Fig. 1: run 1, cells by drive strength
The bar under the picture is 50 µm long.
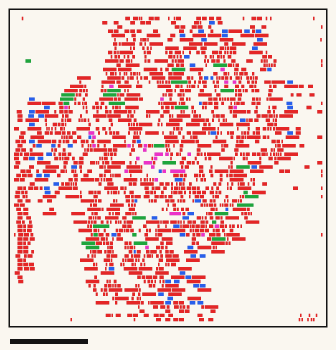
Fig. 2: run 1, the metal 4 layer
Supply wires on this layer in grey. Cells faint in the background.
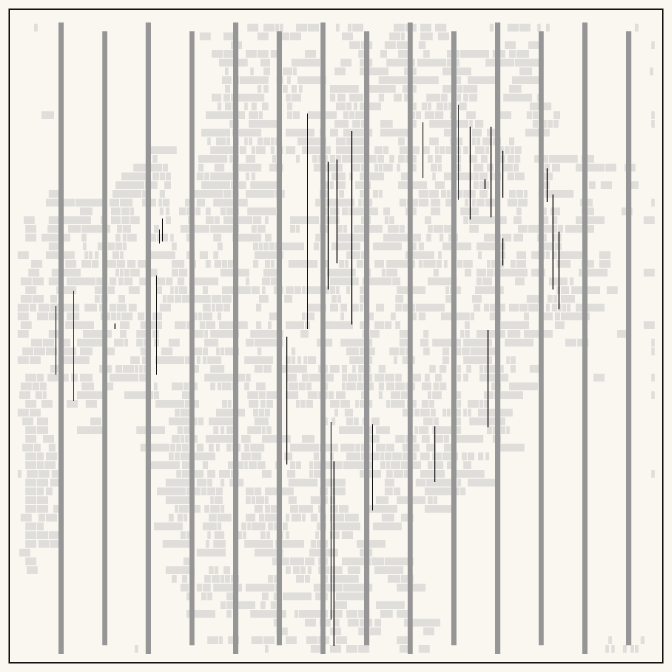
Fig. 3: run 1, placement view
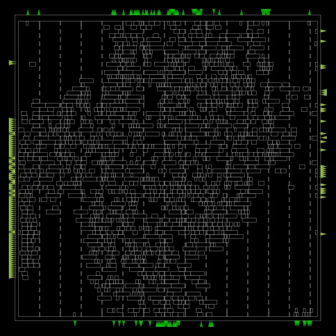
==> config.mk <==
export PLATFORM = sky130hd
export DESIGN_NAME = gemm_seq_ctrl
export DESIGN_NICKNAME = d
export VERILOG_FILES = /design/src/rtl/gemm_seq_ctrl.sv
export SDC_FILE = /design/constraint.sdc
export NUM_CORES = 1
export LEC_CHECK = 0
export CAP_MARGIN = 20
export CORE_MARGIN = 2
export CORE_UTILIZATION = 30
export DETAILED_ROUTE_END_ITERATION = 10
export GPL_ROUTABILITY_DRIVEN = 0
export HOLD_SLACK_MARGIN = 0.15
export PLACE_DENSITY = 0.57
export SLEW_MARGIN = 25
export SYNTH_ARGS = -nofsm -noshare
export SYNTH_HDL_FRONTEND = slang
export SYNTH_SLANG_ARGS = --single-unit
==> constraint.sdc <==
create_clock -name clk -period 4.7 [get_ports clk]
set_input_delay 0.705 -clock clk [delete_from_list [all_inputs] [get_ports clk]]
set_output_delay 0.705 -clock clk [all_outputs]
set_load 0.05 [all_outputs]
==> results.py, run 1 <==
# Synthesis and PnR figures
metrics = {
    "power_and_ir_drop": {
        "sw_frac_of_total": 0.2901,
        "clkPwrFrac": 0.423,
        "pwr-share-comb": 0.152,
        "p_sw_mw": 1.080,
        "peakVddDrop_mv": 0.2473,
    },
    "setup_path": {
        "arrival_ns": 4.57,
        "cp.required_ns": 5.03,
        "r2r_slack_ns": 0.47,
        "worstSetupPathDepth": 11,
        "cp-end-kind": "flip-flop",
        "critical_path.top_delay_family": "AND-OR/OR-AND gates",
        "critical_path_peak_fanout": 20,
        "cp_slowest_cell": "a2111oi_0",
        "start_kind": "flip-flop",
        "max_stage_delay_ns": 0.71,
        "path_class": "reg -> reg",
    },
    "layout": {
        "inv_count": 38,
        "nClkBuffers": 17,
        "buf_share": 0.1179,
        "largest_class": "multi-input combinational cells",
        "lay_top_cells": "168 x dfrtp_1, 154 x clkdlybuf4s50_1, 115 x o21ai_0",
        "num_antenna_cells": 0,
        "logic_gates": 1073,
        "sh_seq_area": 0.2901,
        "ff_count": 168,
        "logic_area_um2": 7149,
        "ff_latch_area_um2": 4204,
    },
    "sta": {
        "layout_setup_ws_ns": 0.4652,
        "fin_worst_skew_ns": 0.01494,
        "post-route-period-util": 0.9010,
        "fin_crit_ns": 4.235,
        "worst_pin_slew_ns": 0.8914,
        "rsz0062_at_grt": "no",
        "slew_headroom": 0.4003,
        "setup_viol": 0,
        "hold_violations": 0,
    },
    "clock_tree": {
        "numClockSinks": 168,
        "cts_buffers": 17,
        "cts-root-buf": "clkbuf_16",
        "cts_setup_buffers": 0,
        "postCtsHoldBufs": 0,
        "h-tree-depth": 4,
    },
    "synthesis": {
        "ys_seq_frac": 0.3550,
        "edf_count": 0,
        "synth_xor_xnor_area_share": 0.09541,
        "ys_cells": 1341,
        "common_cells": "168 x dfrtp_1, 115 x o21ai_0, 108 x nand2_1, 90 x nor2_1, 90 x xnor2_1",
        "ys_sh_aoi": 0.1772,
        "synth-adder-area-share": 0.04882,
        "largest_area_cell": "dfrtp_1",
        "ff_type": "dfrtp_1",
        "synthArstFlopShare": 1.000,
        "ys_types": 80,
        "topCellsByArea": "dfrtp_1 36%, xnor2_1 6.7%, mux2_2 5.0%, o21ai_0 4.9%, ha_1 4.5%",
        "mux_area_frac": 0.06477,
        "yosysWarningCount": 0,
        "yosys-stat-area_um2": 11840,
        "synth_top_area_share": 0.3550,
    },
    "route": {
        "ant_nets": 0,
        "routedWlPerCell_um": 18.29,
        "route.detailed.drc": 0,
        "wl_met2_mm": 17.48,
        "top_layer_used": "met5",
        "first_iter_violations": 778,
        "dr.pass1.iters": 6,
    },
    "global_route": {
        "met1_usage": 0.2314,
        "grt_pass1_vias": 10500,
        "use_met2": 0.3028,
        "grt_start_max_net_pins": 85,
        "busiest_layer": "met2",
    },
    "status": {
        "status": "finished clean",
    },
    "floorplan": {
        "die_w_um": 202.7,
        "num_rows": 72,
    },
    "run": {
        "warning_count": 30,
    },
    "placement": {
        "hpwlAfterDp_mm": 27.66,
        "numPortBuffers": 155,
        "place_inst": 1971,
    },
    "min_path": {
        "worstHoldPathType": "in -> async",
    },
}
Back to the opening pictures, Fig. 1:
size	colour	cells
drive 6 and up	green	28
drive 2	blue	71
drive 3 to 4	magenta	28
drive 1 or less	red	1,358
Final Instance Area: 14,490 µm²
Non-Clock Buffer Count: 174

Back to the opening pictures, Fig. 2:
nets with wire on the layer	22
main direction	vertical
DR vias: 10,740
drt total wl: 36.63 mm

Back to the opening pictures, Fig. 3:
Finished Layout Cells: 2,003
fin util: 0.3732
Layout fillers: 3,925

[run 1: power groups by stage]
| stage | Sequential [mW] | Combinational (mW) | Clock (mW) |
|---|---|---|---|
| 2_1_floorplan | 1.56 | 0.409 | 0 |
| 3_3_place_gp | 1.61 | 0.557 | 0 |
| 3_5_place_dp | 1.61 | 0.563 | 0 |
| 4_1_cts | 1.58 | 0.566 | 1.61 |
| 5_1_grt | 1.59 | 0.621 | 1.66 |
| 6_report | 1.58 | 0.566 | 1.57 |
[run 1: kinds of logic after synthesis]
logic type,Yosys count
multiplexers,70
other,1
AND/OR/NAND/NOR,469
buffers and inverters,131
adder cells (fa/ha/maj),45
XOR/XNOR,129
flip-flops,168
AND-OR/OR-AND,328
Fig. 4: run 1, routed metal, one colour a layer
The bar under the picture is 50 µm long.
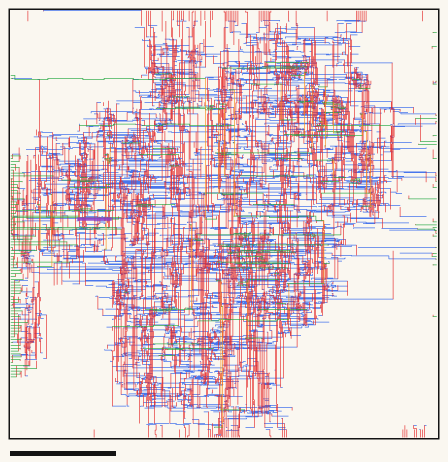

==> run 2: changes to the inputs <==
CORE_UTILIZATION = 47   (was 30)
PLACE_DENSITY = 0.78   (was 0.57)
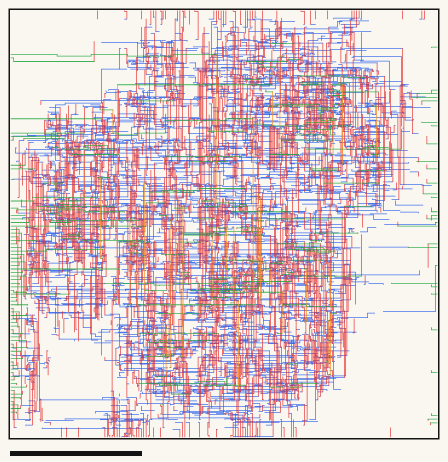
Fig. 5. Routed metal, one colour a layer (run 2).
The bar under the picture is 50 µm long.
layer	colour	wire length
met3	green	2,470 µm
met2	red	16,100 µm
met4	orange	1,060 µm
met1	blue	14,100 µm
total track usage: 0.2601
DR vias: 10,880

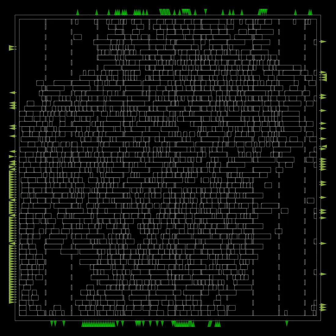
Fig. 6. Placement view (run 2).
register fraction of the total cell area: 0.2969
tap cells: 330

==> run 2 against run 1 <==
Effect of this change: non-clock buffer count shrank 3; combinational power barely moved; sequential share of layout area rose by 0.68 points.
==> results.py, run 2 <==
# Synthesis and PnR figures
metrics = {
    "min_path": {
        "worstHoldPathType": "in -> async",
    },
    "global_route": {
        "grt_pass1_vias": 10620,
        "grt_start_max_net_pins": 88,
        "grt_antenna_before_repair": 0,
    },
    "sta": {
        "post-route-period-util": 0.9304,
        "rsz0062_at_grt": "no",
        "fin_crit_ns": 4.373,
        "slew_headroom": 0.4436,
        "worst_pin_slew_ns": 0.8346,
        "setup_viol": 0,
        "fin_worst_skew_ns": 0.01559,
        "hold_violations": 0,
    },
    "synthesis": {
        "ys_cells": 1341,
        "synthSimpleGateAreaFrac": 0.2054,
        "yosys-stat-area_um2": 11840,
        "synth_top_area_share": 0.3550,
        "ys_sh_aoi": 0.1772,
        "ys_types": 80,
        "synth_xor_xnor_area_share": 0.09541,
        "common_cells": "168 x dfrtp_1, 115 x o21ai_0, 108 x nand2_1, 90 x nor2_1, 90 x xnor2_1",
        "yosysWarningCount": 0,
        "topCellsByArea": "dfrtp_1 36%, xnor2_1 6.7%, mux2_2 5.0%, o21ai_0 4.9%, ha_1 4.5%",
        "edf_count": 0,
        "syn_avg_cell_area_um2": 8.830,
        "synth-adder-area-share": 0.04882,
        "ys_seq_frac": 0.3550,
        "largest_area_cell": "dfrtp_1",
        "mux_area_frac": 0.06477,
    },
    "setup_path": {
        "arrival_ns": 4.73,
        "critical_path_peak_fanout": 16,
        "cp.required_ns": 5.06,
        "start_kind": "flip-flop",
        "r2r_slack_ns": 0.33,
        "path_buffers": 1,
        "path_class": "reg -> reg",
        "cp-end-kind": "flip-flop",
        "worstSetupPathDepth": 11,
        "critical_path.top_delay_family": "AND-OR/OR-AND gates",
        "cp_slowest_cell": "a2111oi_0",
    },
    "floorplan": {
        "num_rows": 58,
        "die_w_um": 162.7,
    },
    "layout": {
        "n_all_buffers": 171,
        "ff_latch_area_um2": 4204,
        "largest_class": "multi-input combinational cells",
        "logic_area_um2": 7148,
        "ff_count": 168,
        "final_area_um2": 14160,
        "fill_cells": 2226,
        "num_antenna_cells": 0,
        "logic_gates": 1073,
        "nClkBuffers": 19,
        "buf_share": 0.1190,
    },
    "power_and_ir_drop": {
        "power_leader": "registers",
        "clock_net_power_mw": 1.38,
        "sw_frac_of_total": 0.2950,
        "comb_power_mw": 0.567,
        "p_sw_mw": 1.041,
        "power_sequential_mw": 1.58,
        "clkPwrFrac": 0.392,
        "pwr-share-comb": 0.161,
        "peakVddDrop_mv": 0.2294,
    },
    "route": {
        "ant_nets": 0,
        "dr.pass1.iters": 5,
        "drt-total-wl_mm": 33.71,
        "route.detailed.drc": 0,
        "first_iter_violations": 863,
    },
    "clock_tree": {
        "h-tree-depth": 4,
        "cts_buffers": 17,
        "cts_setup_buffers": 0,
        "cts-root-buf": "clkbuf_16",
        "numClockSinks": 168,
    },
    "run": {
        "warning_count": 30,
    },
    "placement": {
        "numPortBuffers": 155,
        "hpwlAfterDp_mm": 24.55,
    },
    "status": {
        "status": "finished clean",
    },
}
run 2: cell counts after synthesis:
No cell type changed its count.
run 2: stage by stage:
stage / instances / utilization / hold slack [ns] / setup WS, ns
after global routing: 1812 / 0.5672 / 0.3908 / 0.07404
final: 1812 / 0.5672 / 0.3280 / 0.3271
after detailed placement: 1780 / 0.5443 / 0.4932 / 0.3793
after floorplan: 1372 / - / 0.4094 / 1.173
after global placement: 1780 / 0.5441 / 0.4850 / 0.6087
after CTS: 1812 / 0.5669 / 0.3652 / 0.3438
run 2: layer usage:
metal  GRT usage  part of all wire  up-vias
li1            -                 -     5108
met1      0.3357              0.42     5237
met2      0.4310              0.48      452
met3     0.05220             0.073       86
met4      0.1002             0.032        0
met5           0                 0        -
Power is estimated from default activity; no workload was simulated.
